File: src/rtl/magnitude_sqrt_if.sv
// Handshake bundle for magnitude_sqrt: radicand input and root/remainder output channels.
// master drives radicands and accepts results; slave is the root unit.
interface magnitude_sqrt_if #(
   parameter int DOUT_W = 32
);
   logic [2*DOUT_W-1:0] din;
   logic                din_valid;
   logic                din_ready;
   logic [DOUT_W-1:0]   dout;
   logic [DOUT_W:0]     dout_rem;
   logic                dout_valid;
   logic                dout_ready;

   modport master (
      output din, din_valid, dout_ready,
      input  din_ready, dout, dout_rem, dout_valid
   );

   modport slave (
      input  din, din_valid, dout_ready,
      output din_ready, dout, dout_rem, dout_valid
   );
endinterface

File: src/rtl/magnitude_sqrt.sv
// Iterative non-restoring integer square root: 2*DOUT_W-bit power in, DOUT_W-bit magnitude out, one bit per clock.
// Optional macro SQRT_ROUND_EN: round the root to nearest (saturating); remainder stays the floor remainder.
module magnitude_sqrt #(
   parameter int DOUT_W = 32
) (
   input  logic             clk,
   input  logic             rst,
   magnitude_sqrt_if.slave  bus
);
   localparam int CNT_W = $clog2(DOUT_W);

   typedef enum logic [1:0] {IDLE, CALC, DONE} state_t;

   state_t              r_state;
   logic [2*DOUT_W-1:0] r_rad;
   logic [DOUT_W-1:0]   r_root;
   logic                r_rem_neg;
   logic [DOUT_W-1:0]   r_rem;
   logic [CNT_W-1:0]    r_cnt;
   logic [DOUT_W-1:0]   r_dout;
   logic [DOUT_W:0]     r_dout_rem;
   logic                r_dout_valid;

   logic [DOUT_W+1:0]   w_rem_sh;
   logic [DOUT_W+1:0]   w_trial;
   logic [DOUT_W-1:0]   w_root_nxt;
   logic [DOUT_W:0]     w_rem_fix;
   logic [DOUT_W-1:0]   w_dout;
   logic                w_last;

   // Remainder is kept as sign + low DOUT_W bits; the bits dropped by the shift never carry information.
   always_comb begin
      w_rem_sh   = {r_rem, r_rad[2*DOUT_W-1 -: 2]};
      if (r_rem_neg) begin
         w_trial = w_rem_sh + {r_root, 2'b11};
      end else begin
         w_trial = w_rem_sh - {r_root, 2'b01};
      end
      w_root_nxt = {r_root[DOUT_W-2:0], ~w_trial[DOUT_W+1]};
      w_rem_fix  = w_trial[DOUT_W:0] + (w_trial[DOUT_W+1] ? {w_root_nxt, 1'b1} : '0);
`ifdef SQRT_ROUND_EN
      if ((w_rem_fix > {1'b0, w_root_nxt}) && !(&w_root_nxt)) begin
         w_dout = w_root_nxt + DOUT_W'(1);
      end else begin
         w_dout = w_root_nxt;
      end
`else
      w_dout     = w_root_nxt;
`endif
      w_last     = (r_cnt == CNT_W'(DOUT_W - 1));
   end

   always_ff @(posedge clk) begin
      if (rst) begin
         r_state      <= IDLE;
         r_rad        <= '0;
         r_root       <= '0;
         r_rem_neg    <= 1'b0;
         r_rem        <= '0;
         r_cnt        <= '0;
         r_dout       <= '0;
         r_dout_rem   <= '0;
         r_dout_valid <= 1'b0;
      end else begin
         case (r_state)
            IDLE: begin
               if (bus.din_valid) begin
                  r_rad     <= bus.din;
                  r_root    <= '0;
                  r_rem_neg <= 1'b0;
                  r_rem     <= '0;
                  r_cnt     <= '0;
                  r_state   <= CALC;
               end
            end
            CALC: begin
               r_rad     <= {r_rad[2*DOUT_W-3:0], 2'b00};
               r_root    <= w_root_nxt;
               r_rem_neg <= w_trial[DOUT_W+1];
               r_rem     <= w_trial[DOUT_W-1:0];
               r_cnt     <= r_cnt + CNT_W'(1);
               if (w_last) begin
                  r_dout       <= w_dout;
                  r_dout_rem   <= w_rem_fix;
                  r_dout_valid <= 1'b1;
                  r_state      <= DONE;
               end
            end
            DONE: begin
               if (bus.dout_ready) begin
                  r_dout_valid <= 1'b0;
                  r_state      <= IDLE;
               end
            end
            default: r_state <= IDLE;
         endcase
      end
   end

   assign bus.din_ready  = (r_state == IDLE) & ~rst;
   assign bus.dout       = r_dout;
   assign bus.dout_rem   = r_dout_rem;
   assign bus.dout_valid = r_dout_valid;
endmodule

File: src/flat_wrapper.sv
// flat-port wrapper written by rule: the top's interface ports become plain ports
module magnitude_sqrt_flat 
#(
   parameter int DOUT_W = 32
)
  (clk, rst, bus_din, bus_din_valid, bus_dout_ready, bus_din_ready, bus_dout, bus_dout_rem, bus_dout_valid);
  magnitude_sqrt_if #(.DOUT_W(DOUT_W)) bus_i ();
  input  logic clk;
  input  logic rst;
  input wire logic [$bits(bus_i.din)-1:0] bus_din;
  input wire logic [$bits(bus_i.din_valid)-1:0] bus_din_valid;
  input wire logic [$bits(bus_i.dout_ready)-1:0] bus_dout_ready;
  output wire logic [$bits(bus_i.din_ready)-1:0] bus_din_ready;
  output wire logic [$bits(bus_i.dout)-1:0] bus_dout;
  output wire logic [$bits(bus_i.dout_rem)-1:0] bus_dout_rem;
  output wire logic [$bits(bus_i.dout_valid)-1:0] bus_dout_valid;
  assign bus_i.din = bus_din;
  assign bus_i.din_valid = bus_din_valid;
  assign bus_i.dout_ready = bus_dout_ready;
  assign bus_din_ready = bus_i.din_ready;
  assign bus_dout = bus_i.dout;
  assign bus_dout_rem = bus_i.dout_rem;
  assign bus_dout_valid = bus_i.dout_valid;
  magnitude_sqrt #(.DOUT_W(DOUT_W)) u_core (.clk(clk), .rst(rst), .bus(bus_i));
endmodule
File: config.mk
export PLATFORM = sky130hd
export DESIGN_NAME = magnitude_sqrt_flat
export DESIGN_NICKNAME = d
export VERILOG_FILES = /design/src/rtl/magnitude_sqrt_if.sv /design/src/rtl/magnitude_sqrt.sv /design/src/flat_wrapper.sv
export SDC_FILE = /design/constraint.sdc
export NUM_CORES = 1
export LEC_CHECK = 0
export CAP_MARGIN = 20
export CORE_ASPECT_RATIO = 0.5
export CORE_MARGIN = 1
export CORE_UTILIZATION = 37
export CTS_CLUSTER_DIAMETER = 40
export DETAILED_ROUTE_END_ITERATION = 8
export SYNTH_ARGS = -nofsm -noshare
export SYNTH_HDL_FRONTEND = slang
export SYNTH_SLANG_ARGS = --single-unit
File: constraint.sdc
create_clock -name clk -period 6.2 [get_ports clk]
set_clock_uncertainty 0.2 [all_clocks]
set_input_delay 0.62 -clock clk [delete_from_list [all_inputs] [get_ports clk]]
set_output_delay 0.62 -clock clk [all_outputs]
set_load 0.02 [all_outputs]
==> run_1/ff_map.png <==
Other sequential cells in the stronger gray, the rest of the logic in the fainter gray.
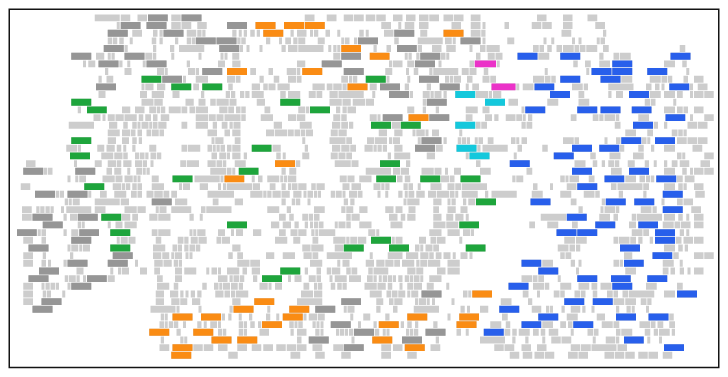
[green] `u_core.r_rem` | sequential cells: 32
[cyan] `u_core.r_cnt` | sequential cells: 5
[blue] `u_core.r_rad` | sequential cells: 64 | where: a column on the right
[magenta] `u_core.r_state` | sequential cells: 2
[orange] `u_core.bus.dout_rem` | sequential cells: 33
not colored: 66
Layout Utilization: 46.1%
Seq area share: 28.9%
Power Sequential: 1490 uW
Reg area: 4050 sq um

==> run_1/m3.png <==
Bar = 100 um.
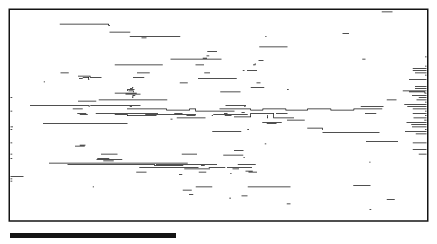
main direction: horizontal
longest straight run: 83.3 um
vias: 10601
final WL: 32200 um
GR Util met3: 3.98%

==> deck_impl_summary.md, run 1 <==
Key Metrics from the Run

Layout
  – Dominant logic cell type in the layout: dfxtp_1
  – Comb area: roughly 7000 sq um
  – N_diodes: 0
  – Filler Cell Count: roughly 3000
  – Layout Cells excl Fill: about 1900
  – Nets: between 1500 and 2000
  – Most common logic cells in the final layout: 200 x dfxtp_1, 187 x nor2_1, 179 x a21oi_1, 132 x nand2_1, 132 x clkdlybuf4s50_1
  – Final Cell Area: between 10000 and 15000 sq um

Synth
  – Registers, synthesis: approximately 200
  – Most frequent cells after synthesis: 202 x dfxtp_1, 188 x nor2_1, 180 x a21oi_1
  – Yosys warning total: 0
  – Cell type with the largest total area: dfxtp_1
  – YS chip area: approximately 11000 sq um
  – Yosys cell count: between 1000 and 1500
  – Post-synth EDFFs: 0
  – Post-synthesis net count: between 1500 and 2000
  – Synth Seq Share: 35.2%
  – Synth unique cells: 63

Worst setup path
  – FF-to-FF Start: u_core.r_rem_neg
  – Slowest cell on the critical path: a311o_1
  – CP Capture Type: flop
  – CP endpoint: u_core.bus.dout_rem[31]
  – Reg2reg end: u_core.bus.dout_rem[31]
  – Critical path data arrival time: ~6.1 ns
  – Flop2flop setup slack: approximately 0.35 ns
  – Critical path class: flop to flop
  – Worst path required time: 6.44 ns
  – Crit-path cells: buf_12 -> xnor2_1 -> ha_1 -> a21oi_1 -> a21boi_2 -> a41oi_2 -> o21ai_2 -> a21oi_1 -> o21bai_1 -> a31o_2 -> xor2_2 -> buf_4 -> and2_1 -> ha_1 -> o21ai_1 -> a221oi_2 -> o21ai_1 -> a311o_1 -> a311oi_4 -> a41oi_1 -> nor3b_2 -> mux2i_1 -> nand2_1
  – Max FO, Critical Path: 33

Clock tree
  – CTS max path bufs: 3
  – Hold_buf cts: 0
  – Total CTS buffers: 26
  – Postcts setup bufs: 0
  – CTS-repair resized insts: 0
  – Clk root buf: clkbuf_16
  – Total number of H-tree levels: 1
  – Clock tree from TritonCTS: yes

Die
  – Initial Util: between 30 and 40%
  – # IOs: 135
  – Row count: between 40 and 50
  – Die width: around 250 um
  – DIE AREA: roughly 32000 sq um

Timing
  – Period utilization: 94.4%
  – Unrepaired setup endpoints after global routing: yes
  – Worst-margin pin slew: about 0.81 ns
  – Fin crit period: between 5 and 6 ns
  – Fmax: ~0.17 GHz
  – Worst slew margin: between 40% and 50%
  – Final hold viol count: 0
  – Min Hold Slack: between 0.2 and 0.3 ns

Power
  – Clock Power Share: between 15 and 20%
  – Power share of the combinational group: between 60 and 70%
  – Cell-internal power: about 4100 uW
  – Switching Fraction: a little under half
  – Pleak: approximately 0.0054 uW
  – Pwr Total: 7630 uW
  – Seq pwr share: between 15 and 20%

Global route
  – First-pass GRT wire length: 52000 um
  – Initial antenna violation count: 0
  – Vias in the first global route: a little over 10000
  – Largest net degree at the start of global routing: 76
  – Gr usage total: between 15 and 20%

Hold path
  – Min-Delay Endpoint: u_core.bus.dout_rem[14]
  – Hold Crit Depth: 2
  – Worst Hold Class: flop to flop
  – Worst Hold Launch: u_core.bus.dout_rem[14]

Place
  – # port buffers: between 100 and 150
  – Placed cells: 1872
  – Post-place setup slack: ~0.24 ns
  – DP Wirelength: between 20000 and 25000 um

Run
  – Max-Cap Viols: 0

Status
  – Outcome: completed

Route
  – Antenna-violating nets left: 0
  – DRC: 0
  – Drt first pass iters: 5
  – Drt via density: 5.52
  – Number of DRC markers in iteration 0: 718
==> run_1/congestion_map.png <==
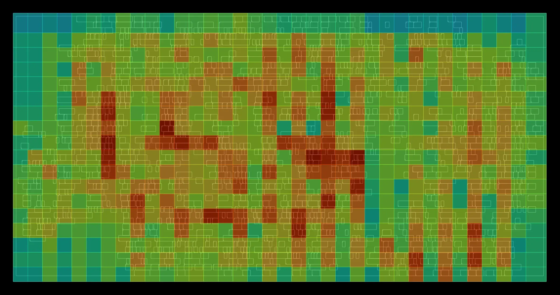
met2 Use GR: 31.2%
routed len/inst: 16.8 um
busiest grt layer: met2
met1 Use GR: 27.8%

==> run_1/m2.png <==
Cells faint in the background.
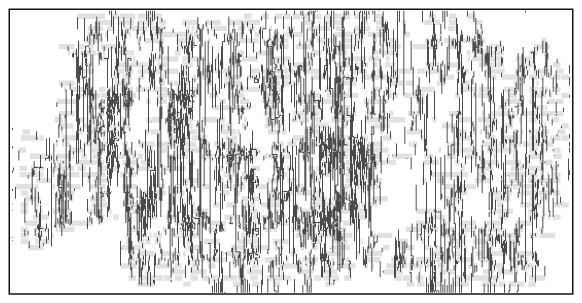
wire length on this layer: 14000 um
main direction: vertical

## run 1: per-layer routing
metal	GRT usage [%]	part of all wire, %	vias to the layer above	wire, um
li1	-	-	5226	-
met1	27.8	49	5076	15800
met2	31.2	43	250	14000
met3	3.98	5.2	49	1680
met4	4.81	2.2	0	701
met5	0	0	-	0
## run 1: cell families after synthesis
family / share of synthesized area [%]
flip-flops: 35.2
AND-OR/OR-AND: 26.7
AND/OR/NAND/NOR: 19.8
adder cells (fa/ha/maj): 7.19
XOR/XNOR: 6.86
buffers and inverters: 4.02
multiplexers: 0.174
## run 1: state kept, by name, summed over array words and instances (netlist names)
name and count:
u_core.r_rem_neg 1, u_core.r_root 32, u_core.bus.dout 32, u_core.r_state 2, u_core.bus.dout_valid 1, u_core.r_rem 32, u_core.r_cnt 5, u_core.r_rad 64
u_core.bus.dout_rem 33
## run 1: critical path: cells and delay by family (launching register included)
kind | cells | cell delay (ns)
AND-OR/OR-AND | 13 | 2.97
adder cells (fa/ha/maj) | 2 | 0.73
AND/OR/NAND/NOR | 3 | 0.54
buffers and inverters | 2 | 0.49
flip-flops | 1 | 0.35
XOR/XNOR | 2 | 0.27
multiplexers | 1 | 0.21
## run 1: power by group through the flow
stage,clock (uW),combinational (uW),sequential [uW]
after floorplan,0,3380,1490
after global placement,0,4460,1520
after detailed placement,0,4510,1520
after CTS,1550,4550,1490
after global routing,1610,5070,1510
final,1510,4630,1490
## run 1: area by class of cell
cell class	instances	share of cell area, %
Clock inverter	19	1.32
Tap cell	399	3.56
Clock buffer	28	4.84
Timing Repair Buffer	154	10.7
Sequential cell	202	28.9
Multi-Input combinational cell	1094	50.1
Inverter	23	0.615
==> run_1/gates.png <==
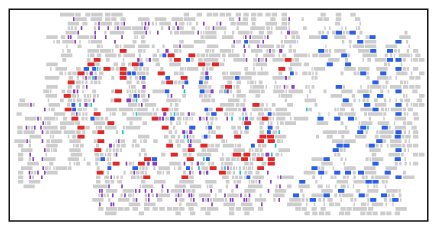

--- run 2 (diff from run 1) ---
Settings changed: CORE_UTILIZATION 37 to 45, PLACE_DENSITY from default to 0.68.
==> run_2/gates.png <==
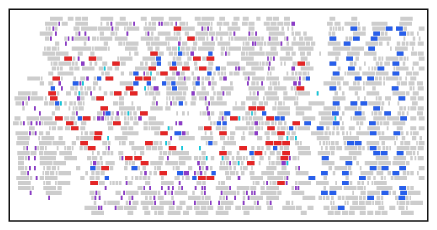
[red] fa/ha/maj cells | cells: 66 | most used: ha_1
[cyan] inv cells | cells: 23 | most used: inv_1
[blue] non-inverting ao/oa cells | cells: 101 | most used: o221a_2
[purple] nand cells | cells: 166 | most used: nand2_1
Comb area share: 50.3%
Layout Cells excl Fill: 1859

==> run 2 against run 1 <==
  * Critical path depth is 1 higher
  * Setup slack got worse by 0.034 ns
  * Highest routed layer unchanged
  * Final area down 0.41%
  * First-iteration DRC count is 21% higher
  * Fmax is 0.57% lower
==> deck_impl_summary.md, run 2 <==
Key Metrics from the Run

Synth
  – Cell type with the largest total area: dfxtp_1
  – Post-synth EDFFs: 0 (unchanged)
  – Post-synthesis net count: 1552 (unchanged)
  – Most frequent cells after synthesis: 202 x dfxtp_1, 188 x nor2_1, 180 x a21oi_1
  – Registers, synthesis: 202 (unchanged)
  – Yosys warning total: 0 (unchanged)
  – Synth unique cells: 63 (unchanged)
  – Yosys cell count: 1418 (unchanged)
  – YS chip area: 11500 sq um (unchanged)
  – Synth Seq Share: 35.2% (unchanged)

Worst setup path
  – Max FO, Critical Path: 16 (-52%)
  – Largest delay share family, worst path: AND-OR/OR-AND gates
  – CP Capture Type: flop
  – CP Depth: 24 (+4.3%)
  – Critical path data arrival time: 6.07 ns (-0.02 ns)
  – Slowest cell on the critical path: dfxtp_4
  – CP Buf/Inv Count: 3 (+1)
  – Critical path class: flop to flop
  – Worst path required time: 6.38 ns (-0.06 ns)

Place
  – Post-place setup slack: 0.162 ns (-0.0805 ns)
  – # port buffers: 134 (unchanged)
  – Placed cells: 1812 (-3.2%)
  – DP Wirelength: 21600 um (+0.74%)

Timing
  – Fin crit period: 5.89 ns (+0.0336 ns)
  – Period utilization: 94.9% (+0.54 points)
  – Final hold viol count: 0 (unchanged)
  – Min Hold Slack: 0.249 ns (-0.00430 ns)
  – Unrepaired setup endpoints after global routing: no
  – Worst-margin pin slew: 0.811 ns (+0.000448 ns)
  – Fmax: 0.170 GHz (-0.57%)
  – Worst slew margin: 45.9% (about the same)

Layout
  – Max reg flops: 64 (unchanged)
  – Nets: 1639 (+0.24%)
  – Largest Register: u_core.r_rad
  – Filler Cell Count: 2264 (-25%)
  – N_diodes: 0 (unchanged)
  – Most common logic cells in the final layout: 199 x dfxtp_1, 187 x nor2_1, 180 x a21oi_1, 132 x nand2_1, 132 x clkdlybuf4s50_1
  – Dominant logic cell type in the layout: dfxtp_1

Route
  – Routed len/inst: 17.3 um (+3.2%)
  – Number of DRC markers in iteration 0: 866 (+21%)
  – Drt first pass iters: 5 (unchanged)
  – Vias: 10599 (-0.019%)
  – DRC: 0 (unchanged)
  – Final WL: 32200 um (about the same)
  – Antenna-violating nets left: 0 (unchanged)

Global route
  – Vias in the first global route: 9707 (-4.0%)
  – Largest net degree at the start of global routing: 135 (+78%)
  – Gr usage total: 23.9% (+4.0 points)
  – Initial antenna violation count: 0 (unchanged)
  – First-pass GRT wire length: 51600 um (-0.80%)

Hold path
  – Worst Hold Class: flop to flop
  – Hold Crit Depth: 2 (unchanged)

Clock tree
  – Clk root buf: clkbuf_16
  – Hold_buf cts: 0 (unchanged)
  – Clock tree from TritonCTS: yes
  – Total number of H-tree levels: 1 (unchanged)
  – Postcts setup bufs: 0 (unchanged)
  – CTS-repair resized insts: 0 (unchanged)
  – CTS max path bufs: 3 (unchanged)

Status
  – Outcome: completed

Power
  – Pleak: 0.00542 uW (+0.34%)

Die
  – DIE AREA: 26200 sq um (-18%)
  – Initial Util: 46.8% (+9.1 points)
  – Row count: 40 (-11%)
  – Die width: 228 um (-9.2%)

Run
  – Max-Cap Viols: 0 (unchanged)
[run 2: cell counts after synthesis]
Identical to the previous run, type by type.
[run 2: metrics by stage]
step                area (sq um)  total power (uW)
finish                     14000              7670
global placement           13100              6050
detailed placement         13100              6070
floorplan                  11500              4870
global route               14000              8220
CTS                        13900              7590
[run 2: cell families after synthesis]
| kind of cell | after synthesis | share of synthesized area, % |
|---|---|---|
| buf+inv | 122 | 4.02 |
| flops | 202 | 35.2 |
| xor+xnor | 89 | 6.86 |
| mux | 2 | 0.174 |
| fa+ha+maj | 66 | 7.19 |
| compound gates | 441 | 26.7 |
| simple gates | 496 | 19.8 |
[run 2: worst paths after layout]
check,slack (ns),startpoint,endpoint
worst min-delay path,0.25,u_core.bus.dout_rem[15],u_core.bus.dout_rem[15]
worst max register to register,0.31,u_core.r_rem_neg,u_core.bus.dout_rem[20]
worst min register to register,0.25,u_core.bus.dout_rem[15],u_core.bus.dout_rem[15]
worst max-delay path,0.31,u_core.r_rem_neg,u_core.bus.dout_rem[20]
[run 2: final cells by class]
class | instances | area [sq um] | area share (%)
Clock buffer | 27 | 643 | 4.60
Clock inverter | 18 | 185 | 1.33
Inverter | 23 | 86.3 | 0.618
Multi-Input combinational cell | 1094 | 7020 | 50.3
Sequential cell | 202 | 4050 | 29.0
Tap cell | 336 | 420 | 3.01
Timing Repair Buffer | 159 | 1560 | 11.2
[run 2: routing by layer]
| layer | track usage [%] | wire length, um |
|---|---|---|
| met3 | 3.47 | 1750 |
| met4 | 4.25 | 364 |
| met2 | 37.2 | 13700 |
| met5 | 0 | 0 |
| met1 | 35.2 | 16300 |
[run 2: report_power, final]
group,switching [uW],internal [uW],total (uW)
clock,648,822,1470
combinational,2870,1840,4710
sequential,81.9,1410,1500
==> run_2/m2.png <==
Cells faint in the background.
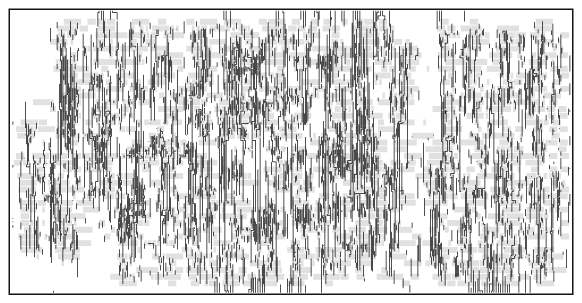

--- run 3 (diff from run 2) ---
Settings changed: CORE_ASPECT_RATIO 0.5 to default, PLACE_DENSITY 0.68 to default, PLACE_DENSITY_LB_ADDON from default to 0.12.
==> run_3/m2.png <==
Cells faint in the background.
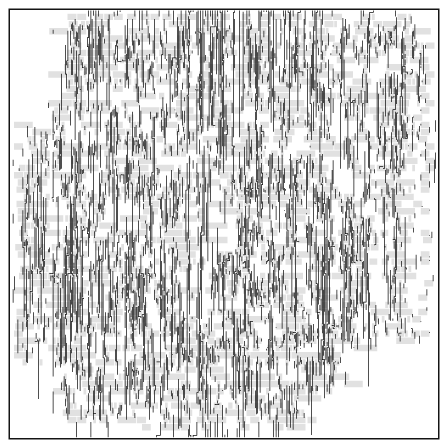
main direction: vertical
share of all routed wire: 45%
longest straight run: 47.8 um
wire length on this layer: 13600 um
nets with wire on the layer: 1354
vias: 10512
met2 Use GR: 36.2%
final WL: 30200 um

==> run 3 against run 2 <==
  * Wire length decreased by 6.3%
  * Highest routed layer unchanged
  * Combinational power decreased by 4.7%
  * Clock power increased by 27%
  * Sequential power about the same
  * Via count decreased by 0.82%
==> deck_impl_summary.md, run 3 <==
Key Metrics from the Run

Synth
  – Post-synthesis instance area: approximately 11000 sq um
  – Synth unique cells: 63 (unchanged)
  – Post-synthesis net count: 1552 (unchanged)
  – Cell type with the largest total area: dfxtp_1
  – Synth Instances: approximately 1400
  – Synth Seq Share: 35.2% (unchanged)
  – Post-synth EDFFs: 0 (unchanged)
  – Most frequent cells after synthesis: 202 x dfxtp_1, 188 x nor2_1, 180 x a21oi_1
  – YS chip area: 11500 sq um (unchanged)
  – Registers, synthesis: 202 (unchanged)
  – Yosys warning total: 0 (unchanged)
  – Yosys cell count: 1418 (unchanged)

Worst setup path
  – Largest delay share family, worst path: AND-OR/OR-AND gates
  – Max FO, Critical Path: 15 (-1)
  – FF-to-FF Start: u_core.r_rem_neg
  – CP Depth: 22 (-8.3%)
  – Slowest cell on the critical path: a211oi_1
  – Worst path required time: 6.46 ns (+0.08 ns)
  – Reg2reg end: u_core.bus.dout_rem[20]
  – CP endpoint: u_core.bus.dout_rem[20]
  – Flop2flop setup slack: 0.40 ns (+0.08 ns)
  – Critical path class: flop to flop
  – CP Buf/Inv Count: 1 (-2)
  – CP Capture Type: flop
  – Critical path data arrival time: 6.06 ns (about the same)

Die
  – Initial Util: 45.7% (-1.1 points)
  – Row count: 58 (+45%)
  – Die Height: about 160 um
  – Die width: 162 um (-29%)
  – DIE AREA: 26200 sq um (-0.15%)

Clock tree
  – Total number of H-tree levels: 1 (unchanged)
  – CTS max path bufs: 3 (unchanged)
  – Hold_buf cts: 0 (unchanged)
  – Clock tree from TritonCTS: yes
  – Clk root buf: clkbuf_16

Route
  – Antenna-violating nets left: 0 (unchanged)
  – DRC: 0 (unchanged)
  – Drt first pass iters: 5 (unchanged)
  – Routed len/inst: 16.2 um (-6.4%)
  – Number of DRC markers in iteration 0: 857 (-1.0%)

Place
  – Routability congestion estimate: between 0.8 and 0.9
  – Area post-placement: 13000 sq um (-0.29%)
  – # port buffers: 134 (unchanged)
  – DP Wirelength: 19800 um (-8.1%)

Power
  – Pwr Total: 7860 uW (+2.4%)
  – Pleak: 0.00552 uW (+1.8%)

Layout
  – Nets: 1640 (+0.061%)
  – Most common logic cells in the final layout: 199 x dfxtp_1, 187 x nor2_1, 180 x a21oi_1, 132 x nand2_1, 132 x clkdlybuf4s50_1
  – Max reg flops: 64 (unchanged)
  – Largest Register: u_core.r_rad
  – Final Cell Area: 14200 sq um (+1.4%)
  – N_diodes: 0 (unchanged)
  – Dominant logic cell type in the layout: dfxtp_1

Hold path
  – Worst Hold Class: flop to flop
  – Worst Hold Launch: u_core.bus.dout_rem[15]

Global route
  – Largest net degree at the start of global routing: 97 (-28%)
  – GR Util met3: 2.94% (-0.54 points)
  – Met1 Use GR: 31.3% (-4.0 points)
  – Busiest grt layer: met2
  – First-pass GRT wire length: 48500 um (-6.0%)
  – Gr usage total: 22.3% (-1.6 points)
  – Vias in the first global route: 9399 (-3.2%)
  – Initial antenna violation count: 0 (unchanged)

Timing
  – Fmax: 0.172 GHz (+1.4%)
  – Period utilization: 93.6% (-1.3 points)
  – Worst-margin pin slew: 0.859 ns (+0.0483 ns)
  – Fin crit period: 5.80 ns (-0.0830 ns)
  – Final hold viol count: 0 (unchanged)
  – Unrepaired setup endpoints after global routing: yes
  – Worst slew margin: 42.7% (-3.2 points)

Run
  – Max-Cap Viols: 0 (unchanged)

Status
  – Outcome: completed
[run 3: report_power, final]
group	internal [uW]	switching, uW
sequential	1420	87.3
combinational	1790	2700
clock	1180	684
[run 3: worst min path at each step]
stage / to / slack (ns) / cells after the start
floorplan: u_core.r_rem[14] / 0.25 / 1
global placement: u_core.bus.dout_rem[15] / 0.24 / 2
detailed placement: u_core.bus.dout_rem[15] / 0.25 / 2
CTS: u_core.bus.dout_rem[14] / 0.25 / 2
global route: u_core.bus.dout_rem[15] / 0.27 / 2
finish: u_core.bus.dout_rem[15] / 0.25 / 2
[run 3: cell families after synthesis]
| group | share of synthesized area (%) |
|---|---|
| AND/OR/NAND/NOR | 19.8 |
| AND-OR/OR-AND | 26.7 |
| flip-flops | 35.2 |
| buffers and inverters | 4.02 |
| XOR/XNOR | 6.86 |
| adder cells (fa/ha/maj) | 7.19 |
| multiplexers | 0.174 |
[run 3: cell type report]
class,count,area [sq um]
multi-input combinational,1094,7010
inverter,23,86.3
tap,330,413
clock buffer,32,779
clock inverter,26,339
timing repair buffer,154,1490
fill,2406,10900
sequential,202,4050
[run 3: routing by layer]
layer	vias up	part of all wire, %
met2	229	45
met3	40	4.3
li1	5241	-
met5	-	0
met4	0	1.9
met1	5002	49
[run 3: what timing repair did]
action,4_1_cts,5_1_grt
setup endpoints to repair,0,11
setup buffers,0,1
gates resized,0,5
[run 3: metrics by stage]
step	hold WS (ns)	setup TNS, ns	utilization (%)	worst slack (ns)	std cells
6_report	0.249	0	56.4	0.398	1861
5_1_grt	0.270	-0.0243	56.4	-0.0243	1861
4_1_cts	0.253	0	56.3	0.155	1860
3_5_place_dp	0.246	0	51.8	0.171	1802
3_3_place_gp	0.240	0	51.8	0.252	1802
2_1_floorplan	0.249	0	-	0.368	1418
No activity file was given, so power comes from the tool's default toggle rates.
